==> config.mk <==
export PLATFORM = sky130hd
export DESIGN_NAME = serial_frame_tx
export DESIGN_NICKNAME = d
export VERILOG_FILES = /design/src/rtl/serial_frame_tx_pkg.sv /design/src/rtl/serial_frame_tx_bit_timer.sv /design/src/rtl/serial_frame_tx.sv
export SDC_FILE = /design/constraint.sdc
export NUM_CORES = 1
export LEC_CHECK = 0
export ABC_AREA = 1
export CORE_MARGIN = 1.5
export CORE_UTILIZATION = 43
export DETAILED_ROUTE_END_ITERATION = 12
export HOLD_SLACK_MARGIN = 0.08
export PLACE_DENSITY = 0.68
export SETUP_SLACK_MARGIN = 0.15
export SLEW_MARGIN = 5
export SYNTH_ARGS = -nofsm -noshare
export SYNTH_HDL_FRONTEND = slang
export SYNTH_SLANG_ARGS = --single-unit
==> constraint.sdc <==
create_clock -name CLK -period 1.45 [get_ports CLK]
set_input_delay 0.2175 -clock CLK [delete_from_list [all_inputs] [get_ports CLK]]
set_output_delay 0.2175 -clock CLK [all_outputs]
set_load 0.02 [all_outputs]
==> src/rtl/serial_frame_tx_pkg.sv <==
// serial_frame_tx_pkg: line framing constants and frame FSM states shared by the
// transmitter and the sequence-detector side of the pattern line.
package serial_frame_tx_pkg;
    typedef enum logic [2:0] {
        IDLE  = 3'd0,
        START = 3'd1,
        DATA  = 3'd2,
        STOP1 = 3'd3,
        STOP2 = 3'd4
    } state_t;
    localparam logic START_BIT  = 1'b1;
    localparam int   STOP_BITS  = 2;
    localparam logic IDLE_LEVEL = 1'b0;
endpackage

==> src/rtl/serial_frame_tx_bit_timer.sv <==
// serial_bit_timer: down-counter that strobes bit_end in the last cycle of each
// BIT_CYC-cycle line bit while run is high; reloads whenever run is low.
module serial_bit_timer #(
    parameter int BIT_CYC = 1
) (
    input  logic CLK,
    input  logic CLR,
    input  logic run,
    output logic bit_end
);
    localparam int CW = BIT_CYC > 1 ? $clog2(BIT_CYC) : 1;
    localparam logic [CW-1:0] TOP = CW'(BIT_CYC - 1);
    logic [CW-1:0] cnt;
    always_ff @(posedge CLK or negedge CLR)
        if (!CLR) cnt <= '0;
        else cnt <= (!run || cnt == '0) ? TOP : cnt - CW'(1);
    assign bit_end = run && cnt == '0;
endmodule

==> src/rtl/serial_frame_tx.sv <==
// serial_frame_tx: frames a parallel word as start bit 1, DATA_W payload bits and
// two stop bits 0 0 on a registered serial line, with a valid/ready load handshake.
module serial_frame_tx
    import serial_frame_tx_pkg::*;
#(
    parameter int DATA_W    = 8,
    parameter int BIT_CYC   = 1,
    parameter bit MSB_FIRST = 1
) (
    input  logic              CLK,
    input  logic              CLR,
    input  logic [DATA_W-1:0] din,
    input  logic              load,
    output logic              ready,
    output logic              x_out,
    output logic              busy,
    output logic              done
);
    localparam int BW = $clog2(DATA_W);
    state_t state, state_d;
    logic [DATA_W-1:0] sh, sh_d;
    logic [BW-1:0] bit_cnt, bit_cnt_d;
    logic bit_end, accept, last_bit, x_d;
    serial_bit_timer #(.BIT_CYC(BIT_CYC)) u_timer (
        .CLK(CLK),
        .CLR(CLR),
        .run(busy),
        .bit_end(bit_end)
    );
    assign busy     = state != IDLE;
    assign done     = state == STOP2 && bit_end;
    assign ready    = state == IDLE || done;
    assign accept   = load && ready;
    assign last_bit = bit_cnt == BW'(DATA_W - 1);
    always_comb begin
        state_d = state;
        case (state)
            IDLE:    if (accept) state_d = START;
            START:   if (bit_end) state_d = DATA;
            DATA:    if (bit_end && last_bit) state_d = STOP1;
            STOP1:   if (bit_end) state_d = STOP2;
            STOP2:   if (bit_end) state_d = accept ? START : IDLE;
            default: state_d = IDLE;
        endcase
        sh_d = accept ? din : (state == DATA && bit_end) ? (MSB_FIRST ? sh << 1 : sh >> 1) : sh;
        bit_cnt_d = (state == DATA && bit_end) ? (last_bit ? '0 : bit_cnt + BW'(1)) : bit_cnt;
        // line level is registered, so it is derived from the state being entered
        x_d = state_d == START ? START_BIT
            : state_d == DATA ? (MSB_FIRST ? sh_d[DATA_W-1] : sh_d[0])
            : IDLE_LEVEL;
    end
    always_ff @(posedge CLK or negedge CLR)
        if (!CLR) begin
            state   <= IDLE;
            sh      <= '0;
            bit_cnt <= '0;
            x_out   <= IDLE_LEVEL;
        end else begin
            state   <= state_d;
            sh      <= sh_d;
            bit_cnt <= bit_cnt_d;
            x_out   <= x_d;
        end
endmodule

### Cells by drive strength

Drawn at 8 px/um.
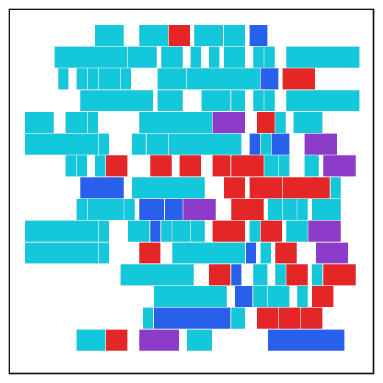
drive 1 or less -> cyan  # cells 78, most used nand2_1
drive 2 -> blue  # cells 13
drive 3 to 4 -> red  # cells 24, most used buf_4
drive 6 and up -> purple  # cells 7, most used buf_6

==> impl_metrics.tcl <==
# flow metrics
set metrics [dict create \
    synth_warnings 0 \
    outcome "completed" \
    crit_fanout 3 \
    internal_power_mw 1.45 \
    gp_congestion 0.910 \
    die_h_um 45.3 \
    ant_nets 0 \
    nFillCells 136 \
    cts_resized 26 \
    final_cell_mix "nand2_1 (24), dfrtp_1 (14), buf_4 (12)" \
    largest_class "registers" \
    cts.sinks 16 \
    numSynthFlops 16 \
    busiest_layer "met2" \
    regArea_um2 403 \
    multi_input_comb_cells 62 \
    drt-total-wl_um 1760 \
    synth-seq-area-share 0.519 \
    p_seq_frac 0.325 \
    grt.met2_usage 0.249 \
    io_pins 15 \
    critPathRequiredTime_ns 1.23 \
    cts-root-buf "clkbuf_4" \
    comb_share 0.328 \
    grt_max_degree 17 \
    yosys_area_um2 771 \
    r2r_slack_ns 0.13 \
    clock_area_frac 0.0311 \
    highest_layer "met4" \
    maxSlewViolCount 0 \
    r2r-end "x_out" \
    pre_cts_ws_ns -0.0692 \
    cp-end-kind "output pin" \
    pg_comb_mw 1.33 \
    finalNonFillerCells 147 \
    vdd_drop_max_uv 1260 \
    power.total_mw 2.41 \
    period_minus_slack_ns 1.36 \
    rows 15 \
    finalClockPeriodUsage 0.936 \
    initCoreUtil 0.451 \
    buffers_excl_clock 29 \
    cp-start-kind "flip-flop" \
    drt-pass1-iter-count 4 \
    p_seq_mw 0.783 \
    ys_cells 89 \
    maxCapViolCount 0 \
    inv_count 11 \
    fin_skew_ns 0.0111 \
    p_comb_frac 0.552 \
    cts_tree "yes" \
    reg2reg_depth 9 \
    powerDensity_nw_per_um2 2070 \
    synthToLayoutAreaGrowth_pct 51.1 \
    warnings 28 \
    htreeDepth 1 \
    met2WireLength_um 867 \
    insertion_delay_ns 0.29 \
    grt_antenna_before_repair 0 \
    pg_clk_mw 0.295 \
    fin_ws_ns 0.0924 \
    hpwl_um 1150 \
    clock_path_buffers 2 \
    synth_nets 102 \
    dieWidth_um 45.3 \
    layout.area.comb_um2 382 \
    synthCells 89 \
    wl_per_cell_um 12.0 \
    p_switching_mw 0.960 \
    grt.total_usage 0.172 \
    endpoint "done" \
    synth.distinct_cells 21 \
    syn-cell-area_um2 771 \
    ctsHoldBuffers 0 \
    grt_pass1_vias 610 \
]
### The metal 1 layer

Drawn at 12 px/um. Supply wires on this layer in grey. Cells faint in the background.
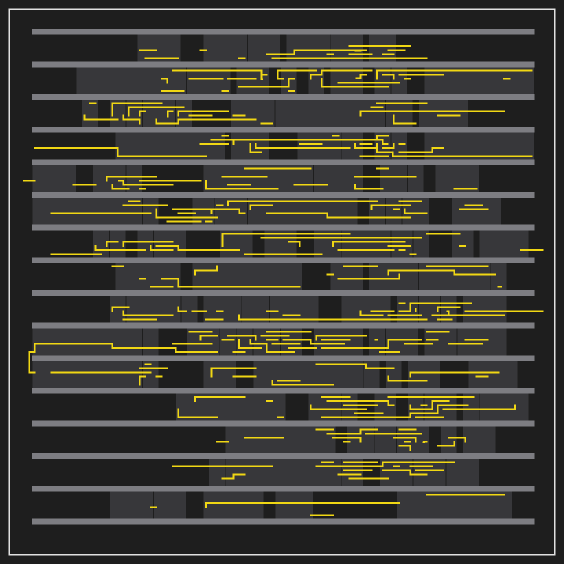
wire length on this layer = 808 um
main direction = horizontal
nets with wire on the layer = 124

-- through the flow --
stage	cell area (um^2)	setup TNS, ns
after global placement	1020	-0.0544
after floorplan	778	0
after CTS	1100	0
after global routing	1160	0
final	1160	0
after detailed placement	1020	-0.0954
-- state kept, by name, summed over array words and instances (netlist names) --
name and flops:
sh 8, state 3, x_out 1, bit_cnt 3, u_timer.cnt 1
-- cell families (layout without fill, tap and decap cells) --
group	count (synthesis)	after routing	synth area share
AOI/OAI and AO/OA	16	16	0.148
DFF	16	16	0.519
adders and majority gates	2	2	0.0325
other	1	1	0.00487
buffers and inverters	11	44	0.0536
and+or+nand+nor	43	43	0.242
-- how the worst min path moves through the flow --
stage                       endpoint  slack [ns]  start
after global placement         sh[4]        0.46  sh[4]
after detailed placement       sh[2]        0.47  sh[2]
after global routing           sh[1]        0.24    CLR
final                     bit_cnt[0]        0.23    CLR
after CTS                      sh[1]        0.22    CLR
after floorplan           bit_cnt[0]       -0.08    CLR
-- worst max-delay path, cell delays in order, from the launching register on --
cell and delay (ns):
dfrtp_1 0.42, nor2_2 0.13, nand2_1 0.08, nor2_1 0.09
buf_4 0.14
-- cells in the mapped netlist --
library cell	n	area, um^2
a21oi_1	1	5.00
a21oi_2	1	8.76
a22o_1	1	8.76
a22oi_1	7	52.6
conb_1	1	3.75
dfrtp_1	16	400
ha_1	2	25.0
inv_1	5	18.8
inv_2	6	22.5
nand2_1	27	101
nand2_2	5	31.3
nand3_1	4	20.0
nand4_1	1	6.26
nor2_1	3	11.3
nor2_2	1	6.26
nor3_1	2	10.0
o211ai_1	1	7.51
o21a_1	1	7.51
o21ai_0	2	10.0
o21ai_1	1	5.00
o21ai_2	1	8.76
